File: config.mk
export PLATFORM = sky130hd
export DESIGN_NAME = muldiv_unit
export DESIGN_NICKNAME = d
export VERILOG_FILES = /design/src/rtl/muldiv_unit.sv
export SDC_FILE = /design/constraint.sdc
export NUM_CORES = 1
export LEC_CHECK = 0
export CORE_ASPECT_RATIO = 1.75
export CORE_UTILIZATION = 34
export DETAILED_ROUTE_END_ITERATION = 8
export PLACE_DENSITY = 0.51
export SYNTH_ARGS = -nofsm -noshare
export SYNTH_HDL_FRONTEND = slang
export SYNTH_SLANG_ARGS = --single-unit
File: constraint.sdc
create_clock -name clk -period 8.54 [get_ports clk]
set_clock_uncertainty 0.2 [all_clocks]
set_input_delay 2.135 -clock clk [delete_from_list [all_inputs] [get_ports clk]]
set_output_delay 2.135 -clock clk [all_outputs]
set_load 0.05 [all_outputs]
File: src/rtl/muldiv_unit.sv
// -----------------------------------------------------------------------------
// muldiv_unit
//
// Iterative multiply/divide unit with HI/LO result registers. It resolves one
// bit per cycle: shift-add for multiply and restoring division for divide.
// Signed operands are reduced to magnitudes on entry. The signs are re-applied
// in a single FIX cycle before HI/LO are written.
//
// Build option:
//   MULDIV_DIV_EN  When defined, the divide datapath is present.
//                  When undefined, a divide start does not raise busy. It
//                  returns a done pulse one cycle later, leaves HI/LO
//                  unchanged, and div0 stays low.
//
// Ports:
//   clk      clock, rising edge
//   rst_n    asynchronous active-low reset
//   start    request an operation (sampled only while idle)
//   op       00 mult, 01 multu, 10 div, 11 divu
//   a, b     multiplicand/dividend, multiplier/divisor
//   flush    cancel the operation in flight (wins over start)
//   wr_hi    write wr_data into HI
//   wr_lo    write wr_data into LO
//   wr_data  data for HI/LO writes
//   busy     operation in progress
//   done     one-cycle pulse when HI/LO hold a new result
//   div0     pulses with done when the divisor was zero
//   hi, lo   result registers
// -----------------------------------------------------------------------------
module muldiv_unit #(
    parameter int WIDTH = 32
) (
    input  logic             clk,
    input  logic             rst_n,
    input  logic             start,
    input  logic [1:0]       op,
    input  logic [WIDTH-1:0] a,
    input  logic [WIDTH-1:0] b,
    input  logic             flush,
    input  logic             wr_hi,
    input  logic             wr_lo,
    input  logic [WIDTH-1:0] wr_data,
    output logic             busy,
    output logic             done,
    output logic             div0,
    output logic [WIDTH-1:0] hi,
    output logic [WIDTH-1:0] lo
);

    localparam int CW = (WIDTH > 1) ? $clog2(WIDTH) : 1;
    localparam logic [CW-1:0] LAST = CW'(WIDTH - 1);

    typedef enum logic [1:0] {IDLE, RUN, FIX} state_t;

    state_t             state_reg, state_next;
    logic [CW-1:0]      cnt_reg;
    logic               busy_reg, done_reg, div0_reg;
    logic [WIDTH-1:0]   hi_reg, lo_reg;

    // For mult, acc holds {partial product, remaining multiplier bits}.
    // For div, the low half holds the dividend bits shifting out and the
    // quotient bits shifting in.
    logic [2*WIDTH-1:0] acc_reg;
    // For mult, opnd holds |multiplicand|. For div, it holds |divisor|.
    logic [WIDTH-1:0]   opnd_reg;
    logic               neg_q_reg;   // product or quotient is negative

    // Operand magnitudes. Only the signed ops (op[0] == 0) take absolute values.
    logic               signed_op;
    logic [WIDTH-1:0]   a_abs, b_abs;
    logic               accept;

    assign signed_op = ~op[0];
    assign a_abs = (signed_op && a[WIDTH-1]) ? (~a + 1'b1) : a;
    assign b_abs = (signed_op && b[WIDTH-1]) ? (~b + 1'b1) : b;

    // Shift-add step: add the multiplicand into the upper half when the
    // current multiplier LSB is set, then shift the carry back in.
    logic [WIDTH:0]     mul_sum;
    logic [2*WIDTH-1:0] mul_next;
    logic [2*WIDTH-1:0] prod_fix;

    assign mul_sum  = {1'b0, acc_reg[2*WIDTH-1:WIDTH]} + {1'b0, opnd_reg};
    assign mul_next = acc_reg[0] ? {mul_sum, acc_reg[WIDTH-1:1]}
                                 : {1'b0, acc_reg[2*WIDTH-1:1]};
    assign prod_fix = neg_q_reg ? (~acc_reg + 1'b1) : acc_reg;

`ifdef MULDIV_DIV_EN
    logic               op_div_reg;
    logic               neg_r_reg;   // remainder takes the dividend's sign
    logic               b_zero_reg;
    logic [WIDTH-1:0]   a_raw_reg;   // returned untouched in HI on divide by zero
    logic [WIDTH-1:0]   rem_reg;

    // Restoring step on a WIDTH+1 bit partial remainder. A clear borrow bit
    // means the trial subtraction fits and the quotient bit is 1.
    logic [WIDTH:0]     div_shift, div_diff;
    logic [WIDTH-1:0]   quo_fix, rem_fix;

    assign div_shift = {rem_reg, acc_reg[WIDTH-1]};
    assign div_diff  = div_shift - {1'b0, opnd_reg};
    assign quo_fix   = neg_q_reg ? (~acc_reg[WIDTH-1:0] + 1'b1) : acc_reg[WIDTH-1:0];
    assign rem_fix   = neg_r_reg ? (~rem_reg + 1'b1) : rem_reg;

    assign accept = (state_reg == IDLE) && start && !flush;
`else
    // Without the divider, only multiply ops enter the iterative path.
    assign accept = (state_reg == IDLE) && start && !flush && !op[1];
`endif

    // State register
    always_ff @(posedge clk or negedge rst_n) begin
        if (!rst_n) begin
            state_reg <= IDLE;
        end else begin
            state_reg <= state_next;
        end
    end

    // Next-state logic
    always_comb begin
        state_next = state_reg;
        case (state_reg)
            IDLE: begin
                if (accept) begin
                    state_next = RUN;
                end
            end
            RUN: begin
                if (flush) begin
                    state_next = IDLE;
                end else if (cnt_reg == LAST) begin
                    state_next = FIX;
                end
            end
            FIX:     state_next = IDLE;
            default: state_next = IDLE;
        endcase
    end

    // Datapath and registered outputs
    always_ff @(posedge clk or negedge rst_n) begin
        if (!rst_n) begin
            cnt_reg    <= '0;
            busy_reg   <= 1'b0;
            done_reg   <= 1'b0;
            div0_reg   <= 1'b0;
            hi_reg     <= '0;
            lo_reg     <= '0;
            acc_reg    <= '0;
            opnd_reg   <= '0;
            neg_q_reg  <= 1'b0;
`ifdef MULDIV_DIV_EN
            op_div_reg <= 1'b0;
            neg_r_reg  <= 1'b0;
            b_zero_reg <= 1'b0;
            a_raw_reg  <= '0;
            rem_reg    <= '0;
`endif
        end else begin
            done_reg <= 1'b0;
            div0_reg <= 1'b0;

            // Direct writes apply in any state. A result written in FIX
            // appears later in this block and therefore takes precedence.
            if (wr_hi) hi_reg <= wr_data;
            if (wr_lo) lo_reg <= wr_data;

            case (state_reg)
                IDLE: begin
                    if (accept) begin
                        busy_reg  <= 1'b1;
                        cnt_reg   <= '0;
                        neg_q_reg <= signed_op & (a[WIDTH-1] ^ b[WIDTH-1]);
`ifdef MULDIV_DIV_EN
                        op_div_reg <= op[1];
                        neg_r_reg  <= signed_op & a[WIDTH-1];
                        b_zero_reg <= (b == '0);
                        a_raw_reg  <= a;
                        rem_reg    <= '0;
                        if (op[1]) begin
                            acc_reg  <= {{WIDTH{1'b0}}, a_abs};
                            opnd_reg <= b_abs;
                        end else begin
                            acc_reg  <= {{WIDTH{1'b0}}, b_abs};
                            opnd_reg <= a_abs;
                        end
`else
                        acc_reg  <= {{WIDTH{1'b0}}, b_abs};
                        opnd_reg <= a_abs;
`endif
                    end
`ifndef MULDIV_DIV_EN
                    else if (start && !flush && op[1]) begin
                        // A divide request is acknowledged without doing any work.
                        done_reg <= 1'b1;
                    end
`endif
                end
                RUN: begin
                    if (flush) begin
                        busy_reg <= 1'b0;
                    end else begin
                        cnt_reg <= cnt_reg + CW'(1);
`ifdef MULDIV_DIV_EN
                        if (op_div_reg) begin
                            acc_reg <= {acc_reg[2*WIDTH-1:WIDTH],
                                        acc_reg[WIDTH-2:0], ~div_diff[WIDTH]};
                            rem_reg <= div_diff[WIDTH] ? div_shift[WIDTH-1:0]
                                                       : div_diff[WIDTH-1:0];
                        end else begin
                            acc_reg <= mul_next;
                        end
`else
                        acc_reg <= mul_next;
`endif
                    end
                end
                FIX: begin
                    busy_reg <= 1'b0;
                    if (!flush) begin
                        done_reg <= 1'b1;
`ifdef MULDIV_DIV_EN
                        if (op_div_reg) begin
                            if (b_zero_reg) begin
                                hi_reg   <= a_raw_reg;
                                lo_reg   <= '1;
                                div0_reg <= 1'b1;
                            end else begin
                                hi_reg <= rem_fix;
                                lo_reg <= quo_fix;
                            end
                        end else
`endif
                        begin
                            hi_reg <= prod_fix[2*WIDTH-1:WIDTH];
                            lo_reg <= prod_fix[WIDTH-1:0];
                        end
                    end
                end
                default: busy_reg <= 1'b0;
            endcase
        end
    end

    assign busy = busy_reg;
    assign done = done_reg;
    assign div0 = div0_reg;
    assign hi   = hi_reg;
    assign lo   = lo_reg;

endmodule

**Run 1: track usage over the die**

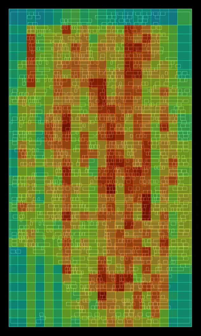
gr busiest metal: met2
M3 GR Usage: 0.02401

**Run 1: placed cells, one colour a class**

Scale: 2 px per um. Fill, decap, tap and diode cells in grey.
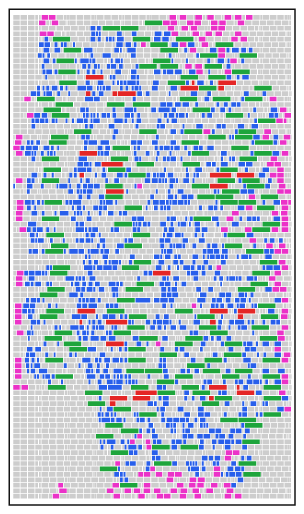
- other buffers and delay cells: magenta (cells 182; share of their area 13%)
- clock drivers and dummy loads: red (cells 32; share of their area 4.5%)
- combinational and other logic: blue (cells 1092; share of their area 52%)
- flops: green (cells 170; share of their area 31%)

**Run 1: routed clock nets over the placement**

Scale: 3 px per um.
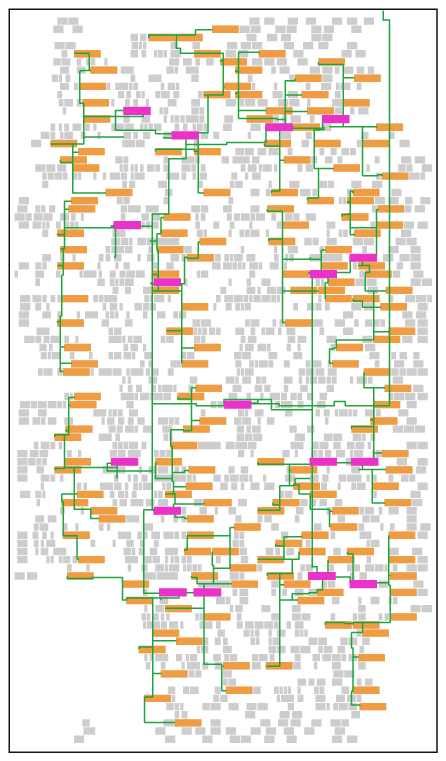
- clock wires: green (length 2500 um)
- clock drivers: magenta (count 17)
- flip-flops: orange (count 170)
- routed clock nets: 18
- flops lie: spread over the die

==> flow_summary.json, run 1 <==
{
  "fin_util": 0.4253,
  "place_congestion": 0.8669,
  "drive_above_1_share": 0.04404,
  "postSynthSeqShare": 0.3643,
  "finalCritPeriodShare": 0.5767,
  "comb_power_share": 0.391,
  "grt_start_max_net_pins": 95,
  "chip_area_um2": 35120,
  "p_sw_frac": 0.4093,
  "synth_stat.cells": 1342,
  "p_int_uw": 1950,
  "worstSkewPairLatency_ns": 0.46,
  "synth_cell_type_count": 60,
  "post_cts_buffers": 0,
  "instances_no_fill": 1931,
  "dr.pass1.iters": 5,
  "crit_family": "simple AND/OR/NAND/NOR gates",
  "r2r_cells": 10,
  "grt_pass1_wl_um": 58530,
  "cts_resized": 0,
  "yosys_warnings": 0,
  "status": "finished, final reports clean",
  "tightest_slew_ns": 1.237,
  "lay_top_count": "o21ai_0",
  "seqPwrFrac": 0.355,
  "tns_ns": 0,
  "htree_levels": 4,
  "syn_area_um2": 11680,
  "path_max_fanout": 5,
  "grtUsageMet2": 0.4257,
  "maxCapViolations": 0,
  "r2r_start": "acc_reg[32]",
  "startpoint_type": "primary input",
  "setup_viol": 0,
  "cts_tree": "done",
  "required_ns": 8.66,
  "io_pins": 171,
  "grt_pass1_vias": 10413,
  "via_count": 10369,
  "stdcell_area_um2": 14350,
  "synth_adder_area_share": 0.04136,
  "yosys.area.top_type": "dfrtp_1",
  "slew_viol_final": 0,
  "fp_util": 0.3461,
  "place_inst": 1899,
  "timing.rr.end": "acc_reg[57]",
  "yosys_area_um2": 11680,
  "numPortBuffers": 169,
  "rsz0062_at_grt": "false",
  "antenna_cells": 0,
  "dieHeight_um": 247.2,
  "core-area_um2": 33740,
  "fp_nets": 1484,
  "netlist_instances": 1342,
  "worstPathArrival_ns": 5.04,
  "lay_top_cells": "177 x o21ai_0, 169 x dfrtp_1, 166 x clkdlybuf4s50_1",
  "ir_drop_mv": 0.1453,
  "wl_met1_um": 14450,
  "final.fill_count": 3463,
  "hold_path_class": "reg2reg",
  "topCombFamilyByArea": "AND-OR/OR-AND gates",
  "nets": 1605,
  "p_switching_uw": 1351,
  "areaGrowthSynthToFinish_pct": 22.89,
  "crit_chain": "clkdlybuf4s50_1, or4_1, nor4_1, nor3b_2, nand3_1, o41ai_1, xor2_1, o21ai_0",
  "hp-start": "opnd_reg[24]",
  "place_ws_ns": 3.132,
  "met1_usage": 0.2317,
  "fin_crit_ns": 4.925,
  "min_to": "opnd_reg[24]",
  "top_area_frac": 0.3643,
  "setup_ws_ns": 3.615,
  "end_kind": "flop",
  "largest_register_ffs": 64,
  "cts_root_buf": "clkbuf_16",
  "numCtsBuffers": 17,
  "xor_area_frac": 0.1088,
  "synthMuxAreaShare": 0.05829,
  "hold_depth": 2,
  "fp-row-count": 89,
  "wl_um": 37560,
  "holdWs_ns": 0.2841,
  "cts_hold_buffers": 0,
  "p_clk_frac": 0.254,
  "leakagePower_uw": 0.005794,
  "drt-vias-per-instance": 5.370,
  "wl_met3_um": 794,
  "synth.avg_cell_area_um2": 8.701,
  "track_usage": 0.2201,
  "ys_ff": 170,
  "fmax_mhz": 203.0,
  "place_area_um2": 13720,
  "area_leaders": "dfrtp_1 36%, o21ai_0 7.6%, mux2i_1 5.8%",
  "synthSimpleGateAreaFrac": 0.1659,
  "crit_type": "in2reg",
  "cts_buffer_depth": 2,
  "max-slew-margin-rel": 0.1539,
  "power_density_nw_per_um2": 230.1,
  "hold_viol": 0,
  "synthArstFlopShare": 1.000,
  "dp_hpwl_um": 28960,
  "path_buffers": 1,
  "crit_path_max_incr_delay_ns": 0.61,
  "route.detailed.drc": 0,
  "synth-main-ff-cell": "dfrtp_1",
  "synthAoiAreaFrac": 0.2288,
  "grt_antenna_before_repair": 0,
  "slowest_stage": "or4_1",
  "reg2reg_setup_slack_ns": 4.68,
  "enable_flop_cells": 0,
  "clk_pin_slew_ns": 0.07,
  "post_drt_wl_per_cell_um": 19.45,
  "gr-total-overflow": 0,
  "power_uw": 3301,
  "drt_iter0_markers": 585,
  "die_x_um": 142.1,
  "ant_nets": 0,
  "top_layer_used": "met4",
  "warnings": 26,
  "dr_wl_met2_um": 20950,
  "cts.sinks": 170
}
-- run 1: cell usage after synthesis, types with 14 or more instances --
library cell	number
a211oi_1	22
a21oi_1	86
a22oi_1	41
clkbuf_1	70
dfrtp_1	170
ha_1	37
inv_1	17
mux2i_1	68
nand2_1	153
nand2b_1	16
nand3_1	20
nor2_1	57
nor2b_1	25
nor3_1	14
o21ai_0	177
o31ai_1	24
o41ai_1	23
or3_1	17
or4_1	23
xnor2_1	71
xor2_1	74
-- run 1: power by group through the flow --
stage | logic (uW) | registers, uW | clock network [uW]
2_1_floorplan | 811 | 1190 | 0
3_3_place_gp | 1300 | 1180 | 0
3_5_place_dp | 1300 | 1190 | 0
4_1_cts | 1310 | 1170 | 857
5_1_grt | 1430 | 1190 | 886
6_report | 1290 | 1170 | 838
-- run 1: area by class of cell --
| class | count | area (um2) | area share |
|---|---|---|---|
| Multi-Input combinational cell | 1075 | 7054 | 0.4916 |
| Clock buffer | 17 | 425.4 | 0.02965 |
| Sequential cell | 170 | 4255 | 0.2966 |
| Timing Repair Buffer | 182 | 1780 | 0.1241 |
| Tap cell | 455 | 569.3 | 0.03968 |
| Clock inverter | 15 | 200.2 | 0.01395 |
| Inverter | 17 | 63.81 | 0.004447 |
-- run 1: worst max path at each step --
| stage | start | end | cells after the start |
|---|---|---|---|
| floorplan | b[5] | acc_reg[29] | 8 |
| global placement | a[8] | opnd_reg[28] | 8 |
| detailed placement | a[8] | opnd_reg[28] | 8 |
| CTS | a[8] | opnd_reg[28] | 8 |
| global route | a[8] | opnd_reg[31] | 8 |
| finish | a[8] | opnd_reg[28] | 8 |
**Run 1: sequential cells coloured by netlist name**

Scale: 2 px per um. Other sequential cells in the stronger grey, the rest of the logic in the fainter grey.
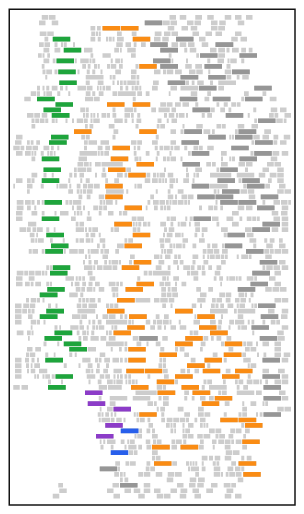

==> inputs of run 2 (changes only) <==
Clock period 8.54 ns to 5.1 ns, I/O delays scaled along.
**Run 2: sequential cells coloured by netlist name**

Scale: 2 px per um. Other sequential cells in the stronger grey, the rest of the logic in the fainter grey.
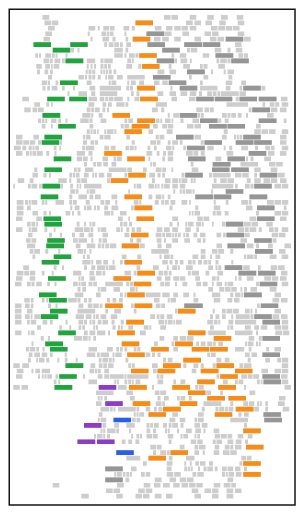
- opnd_reg: green (sequential cells 32)
- state_reg: blue (sequential cells 2)
- acc_reg: orange (sequential cells 64)
- cnt_reg: purple (sequential cells 5)
- not coloured: 67

==> flow_summary.json, run 2 <==
{
  "required_ns": 5.23,
  "r2r_start": "acc_reg[32]",
  "cts.sinks": 170,
  "place_ws_ns": 0.5738,
  "fin_util": 0.4290,
  "reg2reg_setup_slack_ns": 1.43,
  "top_area_frac": 0.3643,
  "netlist_instances": 1342,
  "dieHeight_um": 247.2,
  "lay_top_cells": "177 x o21ai_0, 169 x dfrtp_1, 166 x clkdlybuf4s50_1",
  "post_drt_wl_per_cell_um": 19.44,
  "power_uw": 5572,
  "fin_crit_ns": 4.106,
  "startpoint_type": "primary input",
  "numCtsBuffers": 17,
  "nets": 1618,
  "power_density_nw_per_um2": 385.0,
  "place_congestion": 0.8894,
  "synth-main-ff-cell": "dfrtp_1",
  "area_leaders": "dfrtp_1 36%, o21ai_0 7.6%, mux2i_1 5.8%",
  "drt_iter0_markers": 483,
  "holdWs_ns": 0.2820,
  "setup_ws_ns": 0.9945,
  "route.detailed.drc": 0,
  "ys_ff": 170,
  "hold_viol": 0,
  "timing.rr.end": "acc_reg[57]",
  "drive_above_1_share": 0.05108,
  "yosys_warnings": 0,
  "path_max_fanout": 7,
  "synth.avg_cell_area_um2": 8.701,
  "status": "finished, final reports clean",
  "dr.pass1.iters": 7,
  "wl_um": 37770,
  "setup_viol": 0,
  "maxCapViolations": 0,
  "cp-endpoint": "acc_reg[29]",
  "grt_pass1_vias": 10641,
  "chip_area_um2": 35120,
  "die_x_um": 142.1,
  "io_pins": 171,
  "numPortBuffers": 169,
  "crit_type": "in2reg",
  "ys_top_cells_by_count": "177 x o21ai_0, 170 x dfrtp_1, 153 x nand2_1, 86 x a21oi_1, 74 x xor2_1",
  "tightest_slew_ns": 1.111,
  "yosys.area.top_type": "dfrtp_1",
  "tns_ns": 0,
  "antenna_cells": 0,
  "clk_pin_slew_ns": 0.06,
  "crit_path_start": "b[5]",
  "htree_levels": 4,
  "warnings": 26,
  "fp_nets": 1484,
  "slowest_stage": "or4_1",
  "ir_drop_mv": 0.2593,
  "grt_pass1_wl_um": 59570,
  "cts_root_buf": "clkbuf_16",
  "yosys_area_um2": 11680,
  "core-area_um2": 33740,
  "cts_resized": 0,
  "cts_buffer_depth": 2,
  "post_cts_buffers": 0,
  "crit_cells": 8
}
**Run 2: PDN straps and rails**

Scale: 2 px per um. Pins as bars on the die edge.
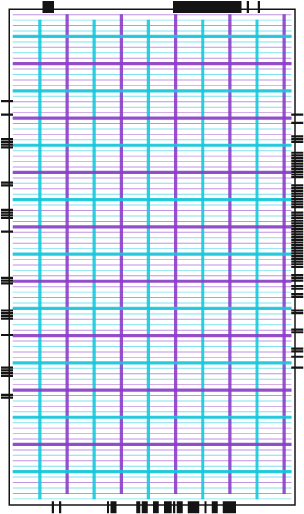
- VDD: purple
- VSS: cyan
- signal pins: 171
- met4 straps: 10
- rows: 89

## run 2: metal layers
| metal | routed length, um | vias up | GRT usage |
|---|---|---|---|
| li1 | - | 5192 | - |
| met2 | 21580 | 210 | 0.4458 |
| met3 | 941 | 47 | 0.02556 |
| met4 | 966 | 0 | 0.08412 |
| met5 | 0 | - | 0 |
| met1 | 14290 | 4928 | 0.2320 |
## run 2: how the worst min path moves through the flow
stage	start	to	slack, ns	depth (start not counted)
5_1_grt	opnd_reg[6]	opnd_reg[6]	0.33	2
3_3_place_gp	opnd_reg[15]	opnd_reg[15]	0.27	2
3_5_place_dp	opnd_reg[16]	opnd_reg[16]	0.28	2
6_report	opnd_reg[16]	opnd_reg[16]	0.28	2
2_1_floorplan	opnd_reg[0]	opnd_reg[0]	0.25	2
4_1_cts	opnd_reg[16]	opnd_reg[16]	0.29	2
## run 2: kinds of logic (layout without fill, tap and decap cells)
kind of cell,count (synthesis),in the layout,share of synthesized area
AND-OR/OR-AND,436,436,0.2288
XOR/XNOR,145,145,0.1088
adder cells (fa/ha/maj),38,38,0.04136
buffers and inverters,97,243,0.03225
flip-flops,170,170,0.3643
multiplexers,68,68,0.05829
other,1,1,0.0003212
AND/OR/NAND/NOR,387,387,0.1659
## run 2: final cells by class
type	instances	area (um2)	area share
flip-flops and latches	170	4255	0.2940
repair buffers	195	1903	0.1315
clock inverters	13	200.2	0.01383
well taps	455	569.3	0.03933
clock buffers	18	429.2	0.02965
inverters	17	63.81	0.004408
multi-input cells	1075	7054	0.4873
## run 2: report_power, final
group	internal, uW	switching (uW)
Clock	862	562
Sequential	1590	373
Combinational	867	1320
## run 2: through the flow
stage	cells	instance area [um2]
2_1_floorplan	1342	11680
3_3_place_gp	1912	13850
3_5_place_dp	1912	13850
4_1_cts	1943	14480
5_1_grt	1943	14480
6_report	1943	14480
No activity file was given, so power comes from the tool's default toggle rates.
